Met1 routing:
Scale bar: 100 um. Supply wires on this layer in gray.
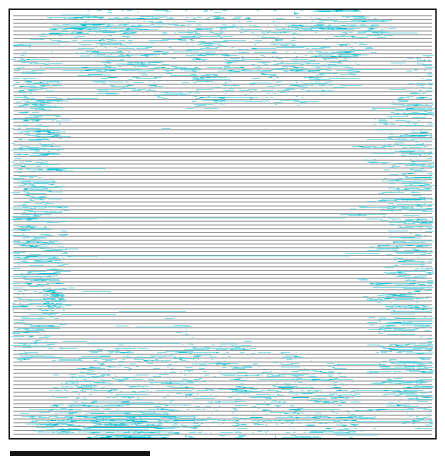
The metal 2 layer:
Cells faint in the background.
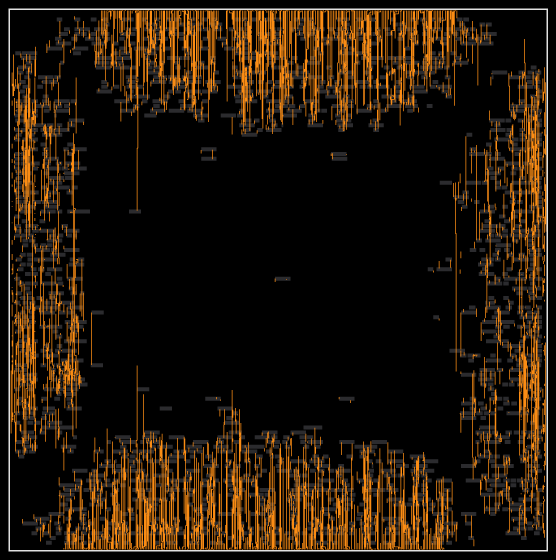
===== src/rtl/pipeline_rr_arbiter.sv =====
`default_nettype none
// +--------------------------------------------------------------------------+
// | pipeline_rr_arbiter                                                      |
// | Round-robin N:1 valid/ready arbiter with packet locking and one          |
// | registered output stage.                                                 |
// | Revision: 1.0                                                            |
// +--------------------------------------------------------------------------+
module pipeline_rr_arbiter #(
   parameter int N  = 2,
   parameter int DW = 256,
   parameter int GW = (N > 1 ? $clog2(N) : 1)
) (
   input  logic            clk,
   input  logic            rst_n,
   input  logic [N-1:0]    i_valid,
   output logic [N-1:0]    i_ready,
   input  logic [N*DW-1:0] i_data,
   input  logic [N-1:0]    i_last,
   output logic            o_valid,
   input  logic            o_ready,
   output logic [DW-1:0]   o_data,
   output logic            o_last,
   output logic [GW-1:0]   o_grant
);

   localparam logic [GW:0]   c_n      = (GW+1)'(N);
   localparam logic [GW-1:0] c_last_i = GW'(N-1);

   logic            r_valid;
   logic [DW-1:0]   r_data;
   logic            r_last;
   logic [GW-1:0]   r_grant;
   logic [GW-1:0]   r_ptr;
   logic            r_lock;
   logic [GW-1:0]   r_lock_idx;

   logic            w_slot_free;
   logic            w_has_gnt;
   logic [GW-1:0]   w_gnt;
   logic [GW:0]     w_sum;
   logic            w_accept;
   logic [GW-1:0]   w_ptr_next;

   assign w_slot_free = !r_valid || o_ready;

   // A locked packet owns the channel even when its requester idles.
   always_comb begin
      w_has_gnt = 1'b0;
      w_gnt     = '0;
      w_sum     = '0;
      if (r_lock) begin
         w_has_gnt = i_valid[r_lock_idx];
         w_gnt     = r_lock_idx;
      end else begin
         for (int k = 0; k < N; k++) begin
            w_sum = {1'b0, r_ptr} + (GW+1)'(k);
            if (w_sum >= c_n) begin
               w_sum = w_sum - c_n;
            end
            if (!w_has_gnt && i_valid[w_sum[GW-1:0]]) begin
               w_has_gnt = 1'b1;
               w_gnt     = w_sum[GW-1:0];
            end
         end
      end
   end

   generate
      for (genvar g = 0; g < N; g++) begin : g_ready
         assign i_ready[g] = w_has_gnt && w_slot_free && (w_gnt == GW'(g));
      end
   endgenerate

   assign w_accept   = w_has_gnt && w_slot_free;
   assign w_ptr_next = (w_gnt == c_last_i) ? '0 : w_gnt + GW'(1);

   always_ff @(posedge clk or negedge rst_n) begin
      if (!rst_n) begin
         r_valid    <= 1'b0;
         r_data     <= '0;
         r_last     <= 1'b0;
         r_grant    <= '0;
         r_ptr      <= '0;
         r_lock     <= 1'b0;
         r_lock_idx <= '0;
      end else begin
         if (w_accept) begin
            r_valid <= 1'b1;
            r_data  <= i_data[w_gnt*DW +: DW];
            r_last  <= i_last[w_gnt];
            r_grant <= w_gnt;
            if (i_last[w_gnt]) begin
               r_lock <= 1'b0;
               r_ptr  <= w_ptr_next;
            end else begin
               r_lock     <= 1'b1;
               r_lock_idx <= w_gnt;
            end
         end else if (o_ready) begin
            r_valid <= 1'b0;
         end
      end
   end

   assign o_valid = r_valid;
   assign o_data  = r_data;
   assign o_last  = r_last;
   assign o_grant = r_grant;

endmodule
`default_nettype wire


===== config.mk =====
export PLATFORM = sky130hd
export DESIGN_NAME = pipeline_rr_arbiter
export DESIGN_NICKNAME = d
export VERILOG_FILES = /design/src/rtl/pipeline_rr_arbiter.sv
export SDC_FILE = /design/constraint.sdc
export NUM_CORES = 1
export LEC_CHECK = 0
export CAP_MARGIN = 10
export CORE_AREA = 2 2 302 304
export CTS_CLUSTER_SIZE = 14
export DETAILED_ROUTE_END_ITERATION = 6
export DIE_AREA = 0 0 304 306
export PLACE_DENSITY = 0.45
export SYNTH_ARGS = -nofsm -noshare
export SYNTH_HDL_FRONTEND = slang
export SYNTH_SLANG_ARGS = --single-unit

===== constraint.sdc =====
create_clock -name clk -period 4.16 [get_ports clk]
set_input_delay 0.832 -clock clk [delete_from_list [all_inputs] [get_ports clk]]
set_output_delay 0.832 -clock clk [all_outputs]
set_load 0.05 [all_outputs]

==> flow_metrics.env <==
# physical design summary
export IMPL_synth_warnings=0
export IMPL_hp_class="in -> async"
export IMPL_worstPathArrival_ns=2.79
export IMPL_status="complete, no violations"
export IMPL_fin_skew_ns=0.0121
export IMPL_clock_latency_ns=0.52
export IMPL_rsz0062_at_grt="no"
export IMPL_vias_per_cell=3.54
export IMPL_critPathMaxStageDelay_ns=0.83
export IMPL_drive_gt1_frac=0.354
export IMPL_die_area_sq_mm=0.0930
export IMPL_period_minus_slack_ns=3.62
export IMPL_ant_nets=0
export IMPL_crit_top_cell="clkdlybuf4s50_1"
export IMPL_synth_cell_type_count=23
export IMPL_hold_viol_final=0
export IMPL_slowest_stage="clkdlybuf4s50_1"
export IMPL_path_cells="clkdlybuf4s50_1, nand3b_1, and2_1, nand2_1, nor2_1, clkdlybuf4s50_1"
export IMPL_layout_top_cell="clkdlybuf4s50_1"
export IMPL_maxCapViolations=0
export IMPL_power_density_mw_per_mm2=863
export IMPL_final_util=0.262
export IMPL_postCtsSetupRepairBufs=0
export IMPL_synth_chip_area_sq_mm=0.0131
export IMPL_cts_tree="built"
export IMPL_critPathKind="in -> out"
export IMPL_synthCells=861
export IMPL_worstSetupStartpointType="primary input"
export IMPL_final_fill_count=9274
export IMPL_final_area_sq_mm=0.0234
export IMPL_met2_length_mm=27.2
export IMPL_fmax_mhz=276
export IMPL_highest_layer="met4"
export IMPL_area_leaders="dfrtp_1 50%, mux2_2 39%, mux2_4 6.9%"
export IMPL_synth_top_area_share=0.502
export IMPL_dp_hpwl_mm=39.5
export IMPL_final_cell_mix="777 x clkdlybuf4s50_1, 451 x mux2_2, 262 x dfrtp_1, 60 x mux2_4, 37 x clkbuf_16"
export IMPL_cts_clk_slew_worst_paths_ns=0.05
export IMPL_cts_max_level=2
export IMPL_p_leak_nw=9.12
export IMPL_grtUsageTotal=0.104
export IMPL_first_iter_violations=268
export IMPL_cts_sinks=262
export IMPL_slew_limit_headroom=0.324
export IMPL_netlist_area_sq_mm=0.0131
export IMPL_dieHeight_um=306
export IMPL_fin_nets=2161
export IMPL_hold_buffers=0
export IMPL_synth_flops=262
export IMPL_place_area_sq_mm=0.0223
export IMPL_avgSynthCellArea_sq_um=15.2
export IMPL_grt_pass1_wl_mm=73.4
export IMPL_clock_root_buffer="clkbuf_16"
Notes on 'met1 routing' above:
main direction = horizontal
nets with wire on the layer = 1,891
longest straight run = 181 um

Notes on 'the metal 2 layer' above:
nets with wire on the layer = 1,978
wire length on this layer = 27.2 mm
main direction = vertical

[cells in the mapped netlist]
library cell,instances
nand4b_1,1
mux2_4,60
nand3b_1,1
dfrtp_1,262
a21o_1,1
o21ai_0,5
mux2_1,4
a21oi_1,1
nand2_1,5
mux2_2,451
and2b_1,1
nand3_1,2
nand2b_1,3
and3_1,1
and2_1,1
buf_2,47
buf_1,2
a21oi_2,1
nor2_1,1
a31oi_1,1
o21ai_1,1
nor2_2,1
buf_6,8
[layout make-up]
cell class,instances,area (sq um),area share
Timing Repair Buffer,801,8090,0.345
Sequential cell,262,6560,0.280
Multi-Input combinational cell,542,6190,0.264
Tap cell,1176,1470,0.0628
Clock buffer,53,1060,0.0451
Clock inverter,7,60.1,0.00256
Antenna cell,2,5.00,0.000214
[flip-flops by register name, summed over array words and instances (netlist names)]
signal and cells:
o_data 256, o_last 1, r_lock_idx 1, o_grant 1
r_lock 1, r_ptr 1, o_valid 1
[critical path: cells and delay by family]
kind / cells / cell delay (ns)
AND/OR/NAND/NOR: 4 / 0.59
buffers and inverters: 2 / 1.37
[worst paths after layout]
path	start	end	slack [ns]	cells after the start
min in group clk	o_data[19]$_DFFE_PN0P_	o_data[19]$_DFFE_PN0P_	0.50	1
hold / removal	rst_n	o_data[38]$_DFFE_PN0P_	0.35	1
max in group asynchronous	rst_n	o_data[137]$_DFFE_PN0P_	2.90	2
hold reg to reg	o_data[19]$_DFFE_PN0P_	o_data[19]$_DFFE_PN0P_	0.50	1
setup reg to reg	r_lock$_DFFE_PN0P_	o_data[105]$_DFFE_PN0P_	1.69	6
setup / recovery	i_valid[1]	i_ready[0]	0.54	6
[report_power, final]
| group | internal [mW] | switching, mW |
|---|---|---|
| Sequential | 3.87 | 0.680 |
| Clock | 1.80 | 1.16 |
| Combinational | 5.28 | 7.43 |
[cell families (layout without fill, tap and decap cells)]
family,Yosys count,in the layout,synth area share
other cells,0,2,0
compound gates,10,10,0.00440
flops,262,262,0.502
buf+inv,57,861,0.0255
mux,515,515,0.461
simple gates,17,17,0.00718
[metal layers]
metal | up-vias | GRT usage
met5 | - | 0
met4 | 0 | 0.0314
met3 | 62 | 0.0297
met2 | 397 | 0.196
met1 | 4909 | 0.111
li1 | 4700 | -
[stage by stage]
stage,std cells,hold slack [ns],total power [mW],worst slack [ns]
floorplan,861,0.499,13.0,1.25
global placement,2781,0.489,17.4,0.496
detailed placement,2781,0.494,17.5,0.546
CTS,2841,0.384,20.6,0.530
global route,2842,0.399,21.2,0.423
finish,2843,0.348,20.2,0.541
Power and IR drop assume default switching activity.
